### src/rtl/inst_fetch_pkg.sv
// Shared types and constants for the instruction fetch initiator.
// Optional timeout support is enabled with INST_FETCH_TIMEOUT_EN.
package inst_fetch_pkg;

    localparam int unsigned DefaultDataWidth = 32;
    localparam int unsigned DefaultAddrWidth = 32;
    localparam int unsigned DefaultTimeout   = 16;
    localparam int unsigned PcIncrement      = 4;

    typedef enum logic [2:0] {
        StIdle    = 3'd0,
        StMemRd   = 3'd1,
        StMemWait = 3'd2,
        StIrWr    = 3'd3,
        StIrAck   = 3'd4
    } fetch_state_e;

endpackage

### src/rtl/fetch_timer.sv
// Up-counter cleared by load, with a terminal-count flag at LIMIT-1.
// Only instantiated by inst_fetch when INST_FETCH_TIMEOUT_EN is defined.
module fetch_timer #(
    parameter int unsigned LIMIT = 16
) (
    input  logic clk,
    input  logic rst_b,
    input  logic load,
    input  logic en,
    output logic tc
);

    localparam int unsigned CW = (LIMIT > 1) ? $clog2(LIMIT) : 1;

    logic [CW-1:0] count;

    always_ff @(posedge clk) begin
        if (rst_b) begin
            count <= '0;
        end else if (load) begin
            count <= '0;
        end else if (en) begin
            count <= count + CW'(1);
        end
    end

    assign tc = (count == CW'(LIMIT - 1));

endmodule

### src/rtl/inst_fetch.sv
// Fetch initiator: reads one word at PC, hands it to the IR, then advances PC.
// Define INST_FETCH_TIMEOUT_EN to bound the memory and IR-ack waits by PA_TIMEOUT cycles.
module inst_fetch
    import inst_fetch_pkg::*;
#(
    parameter int unsigned                PA_DATA_WIDTH = DefaultDataWidth,
    parameter int unsigned                PA_ADDR_WIDTH = DefaultAddrWidth,
    parameter logic [PA_ADDR_WIDTH-1:0]   PA_RESET_PC   = '0,
    parameter int unsigned                PA_TIMEOUT    = DefaultTimeout
) (
    input  logic                     clk,
    input  logic                     rst_b,
    input  logic                     start,
    input  logic                     pc_load,
    input  logic [PA_ADDR_WIDTH-1:0] pc_in,
    output logic [PA_ADDR_WIDTH-1:0] mem_addr,
    output logic                     mem_rd,
    input  logic [PA_DATA_WIDTH-1:0] mem_rdata,
    input  logic                     mem_rvalid,
    output logic [PA_DATA_WIDTH-1:0] ir_data,
    output logic                     ir_wr,
    input  logic                     ir_wr_ack,
    output logic [PA_ADDR_WIDTH-1:0] pc,
    output logic                     busy,
    output logic                     fetch_done,
    output logic                     fetch_err
);

    fetch_state_e state;

`ifdef INST_FETCH_TIMEOUT_EN
    logic timer_load;
    logic timer_en;
    logic timer_tc;

    // Clear on the edge that enters a wait state so the count starts at 0 there.
    assign timer_load = ((state == StMemRd) && !mem_rvalid) || (state == StIrWr);
    assign timer_en   = (state == StMemWait) || (state == StIrAck);

    fetch_timer #(
        .LIMIT (PA_TIMEOUT)
    ) u_fetch_timer (
        .clk   (clk),
        .rst_b (rst_b),
        .load  (timer_load),
        .en    (timer_en),
        .tc    (timer_tc)
    );
`else
    assign fetch_err = 1'b0;
`endif

    always_ff @(posedge clk) begin
        if (rst_b) begin
            state      <= StIdle;
            pc         <= PA_RESET_PC;
            mem_addr   <= '0;
            ir_data    <= '0;
            mem_rd     <= 1'b0;
            ir_wr      <= 1'b0;
            busy       <= 1'b0;
            fetch_done <= 1'b0;
`ifdef INST_FETCH_TIMEOUT_EN
            fetch_err  <= 1'b0;
`endif
        end else begin
            // Strobes are single-cycle; a held ir_wr would be taken as a second write.
            mem_rd     <= 1'b0;
            ir_wr      <= 1'b0;
            fetch_done <= 1'b0;
`ifdef INST_FETCH_TIMEOUT_EN
            fetch_err  <= 1'b0;
`endif
            case (state)
                StIdle: begin
                    if (pc_load) begin
                        pc <= pc_in;
                    end else if (start) begin
                        state    <= StMemRd;
                        mem_rd   <= 1'b1;
                        mem_addr <= pc;
                        busy     <= 1'b1;
                    end
                end
                StMemRd: begin
                    if (mem_rvalid) begin
                        ir_data <= mem_rdata;
                        ir_wr   <= 1'b1;
                        state   <= StIrWr;
                    end else begin
                        state <= StMemWait;
                    end
                end
                StMemWait: begin
                    if (mem_rvalid) begin
                        ir_data <= mem_rdata;
                        ir_wr   <= 1'b1;
                        state   <= StIrWr;
                    end
`ifdef INST_FETCH_TIMEOUT_EN
                    else if (timer_tc) begin
                        fetch_err <= 1'b1;
                        busy      <= 1'b0;
                        state     <= StIdle;
                    end
`endif
                end
                StIrWr: begin
                    state <= StIrAck;
                end
                StIrAck: begin
                    if (ir_wr_ack) begin
                        fetch_done <= 1'b1;
                        pc         <= pc + PA_ADDR_WIDTH'(PcIncrement);
                        busy       <= 1'b0;
                        state      <= StIdle;
                    end
`ifdef INST_FETCH_TIMEOUT_EN
                    else if (timer_tc) begin
                        fetch_err <= 1'b1;
                        busy      <= 1'b0;
                        state     <= StIdle;
                    end
`endif
                end
                default: begin
                    state <= StIdle;
                    busy  <= 1'b0;
                end
            endcase
        end
    end

endmodule

### config.mk
export PLATFORM = sky130hd
export DESIGN_NAME = inst_fetch
export DESIGN_NICKNAME = d
export VERILOG_FILES = /design/src/rtl/inst_fetch_pkg.sv /design/src/rtl/fetch_timer.sv /design/src/rtl/inst_fetch.sv
export SDC_FILE = /design/constraint.sdc
export NUM_CORES = 1
export LEC_CHECK = 0
export ABC_AREA = 1
export CAP_MARGIN = 15
export CORE_ASPECT_RATIO = 1.1
export CORE_UTILIZATION = 45
export CTS_CLUSTER_SIZE = 10
export DETAILED_ROUTE_END_ITERATION = 10
export PLACE_DENSITY_LB_ADDON = 0.3
export SLEW_MARGIN = 20
export SYNTH_ARGS = -nofsm -noshare
export SYNTH_HDL_FRONTEND = slang
export SYNTH_SLANG_ARGS = --single-unit
### constraint.sdc
create_clock -name clk -period 2 [get_ports clk]
set_input_delay 0.2 -clock clk [delete_from_list [all_inputs] [get_ports clk]]
set_output_delay 0.2 -clock clk [all_outputs]
set_load 0.05 [all_outputs]
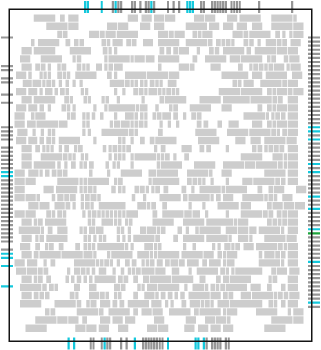
(images/pinout.png)
Drawn at 3 px/um. Pins as bars across the die edge, other pins in gray.
color	port	pins	direction	edge
cyan	mem_addr	32	output	10 right, 8 bottom, 8 top, 6 left
green	fetch_done	1	output	right
die height: 110 um
Die X: 100 um
Port Buffers: 169

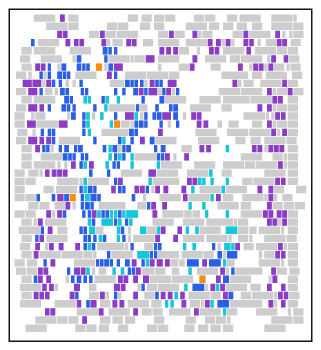
(images/gates.png)
Drawn at 3 px/um.
color	family	cells
orange	and/or cells	4
purple	aoi and oai cells	199
blue	nand cells	178
cyan	nor cells	74

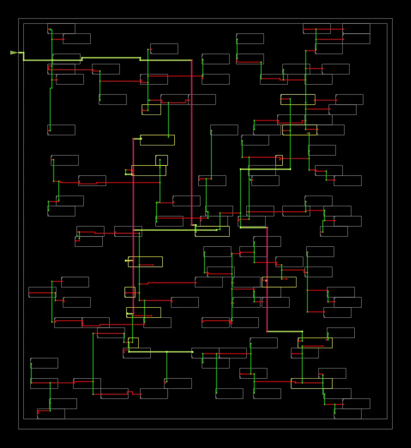
(images/clock_nets.png)
CTS Buf Count: 9
Flops: 103
final worst clock skew: 0.00613 ns
clock buf count: 10

==> reports/metrics.yaml <==
status: "finished clean"
yosys_warnings: 0
drive_gt1_share_pct: 6.96
syn_area_per_cell_um2: 6.96
ys_sh_mux_pct: 0
wl_met3_um: 840
edf_count: 0
crit_family: "buffers and inverters"
mostFrequentLayoutCell: "clkdlybuf4s50_1"
synthTopCellsByArea: "dfxtp_1 43%, nand2_1 11%, o21ai_0 9.6%, a21oi_1 8.6%, inv_1 6.6%"
worstMarginPinSlew_ns: 0.546
synthArstFlopShare_pct: 0
place_area_um2: 6590
grt_max_degree: 54
dr_wl_met2_um: 6640
wl_met1_um: 5980
crit_fanout: 7
comb_area_um2: 2200
wire_per_inst_um: 13.8
clk_path_buf_depth: 2
powerDensity_nw_per_um2: 1030
xor_share_pct: 0.732
insertion_delay_ns: 0.34
ys_chip_area_um2: 4780
synthAdderAreaFrac_pct: 0.262
viasPerCell: 4.97
crit_buf_inv: 1
relSlewSlack_pct: 63.5
grt_pass1_vias: 4546
die_area_um2: 11000
warnings: 26
setup_tns_ns: 0
rsz0062_at_grt: "no"
syn2layout_area_growth_pct: 44.0
dominant_cells: "combinational gates"
cp.required_ns: 1.80
final_util_pct: 66.6
fin_crit_sh_pct: 94.8
clock_area_share_pct: 4.32
maxCapViolCount: 0
antenna_found_initial: 0
fp-row-count: 39
grt_pass1_wl_um: 21400
ff_type: "dfxtp_1"
place_hpwl_um: 10200
synth_flops: 103
crit_start: "pc[17]"
largest_area_cell: "dfxtp_1"
hold_violations: 0
drc: 0
syn_nets: 758
r2r-start: "pc[2]"
leakage_nw: 2.60
fillers: 951
final.setup.worst_slack_ns: 0.104
ctsHtreeMaxLevel: 3
seq_area_share_pct: 29.9
n_antenna_cell: 0
top_logic_kind: "simple AND/OR/NAND/NOR gates"
final_area_um2: 6890
syn-cell-area_um2: 4780
worstPathArrival_ns: 1.70
top_cell_area_share_pct: 43.1
fmax_mhz: 527
slowest_delay_ns: 0.87
yosysUniqueCellTypes: 33
nets: 915
wl_um: 13700
lay_top_cells: "169 x clkdlybuf4s50_1, 138 x nand2_1, 103 x dfxtp_1"
grt-ovfl-total: 0
finalSetupViolCount: 0
place_congestion: 0.866
min_path_type: "input pin to flop"
ys_sh_simple_pct: 22.7
io_pins: 171
crit_chain: "clkdlybuf4s50_1"
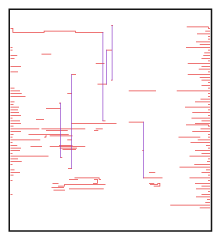
(images/layers.png)
Drawn at 2 px/um. Only two layers are drawn.
color	layer	wire length
purple	M4	190 um
red	M3	840 um

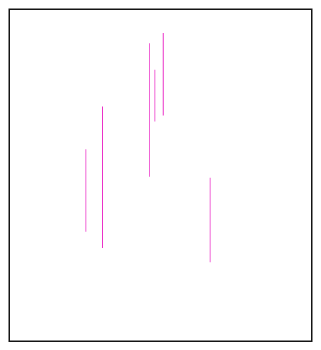
(images/m4.png)
Drawn at 3 px/um.
longest straight run	46.9 um
share of all routed wire	1.4%
wire length on this layer	190 um

## Yosys cell counts, types with 6 or more instances
cell type	number
a21oi_1	82
buf_4	6
o21ai_0	92
inv_1	84
buf_2	10
nand3_1	34
o21ai_2	12
nor2_1	67
clkbuf_1	15
dfxtp_1	103
nand2_1	138
a31oi_1	7
## cell families (layout without fill, tap and decap cells)
kind of cell / count (synthesis) / in the layout
AOI/OAI and AO/OA: 199 / 199
xor gates and xnor gates: 4 / 4
adders and majority gates: 1 / 1
buffers and inverters: 123 / 284
DFF: 103 / 103
other: 1 / 1
and+or+nand+nor: 256 / 256
## through the flow
stage | hold slack (ns) | total power [W] | std cells
floorplan | 0.269 | 0.00445 | 687
global placement | 0.430 | 0.00532 | 976
detailed placement | 0.437 | 0.00538 | 976
CTS | 0.433 | 0.00714 | 991
global route | 0.457 | 0.00743 | 991
finish | 0.435 | 0.00710 | 991
## registers in the layout, indices dropped and copies added (netlist names)
register,cells
fetch_done,1
mem_rd,1
state,3
mem_addr,32
ir_data,32
ir_wr,1
busy,1
pc,32
## timing repair
item                                    CTS  global route
buffers inserted                          0             0
hold buffers                              0             0
gates resized                             0             1
hold endpoints to repair                  0             0
endpoints found under the setup margin    0             1
## report_power, final
part	switching [W]	internal (W)
Combinational	0.00179	0.000916
Sequential	0.000273	0.00236
Clock	0.000765	0.000998
Total	0.00282	0.00428
## worst paths after layout
| kind | to | slack [ns] | cells after the start |
|---|---|---|---|
| min | pc[7] | 0.44 | 3 |
| min reg2reg | ir_data[1] | 0.44 | 2 |
| max reg2reg | pc[16] | 0.19 | 8 |
| max | pc[17] | 0.10 | 1 |
## metal layers
layer | up-vias | GRT usage [%]
met3 | 16 | 3.85
met4 | 0 | 9.01
met2 | 184 | 43.1
met5 | - | 0
li1 | 2520 | -
met1 | 2210 | 31.1
Power figures rest on the tool's default switching activity, not on a simulated workload.
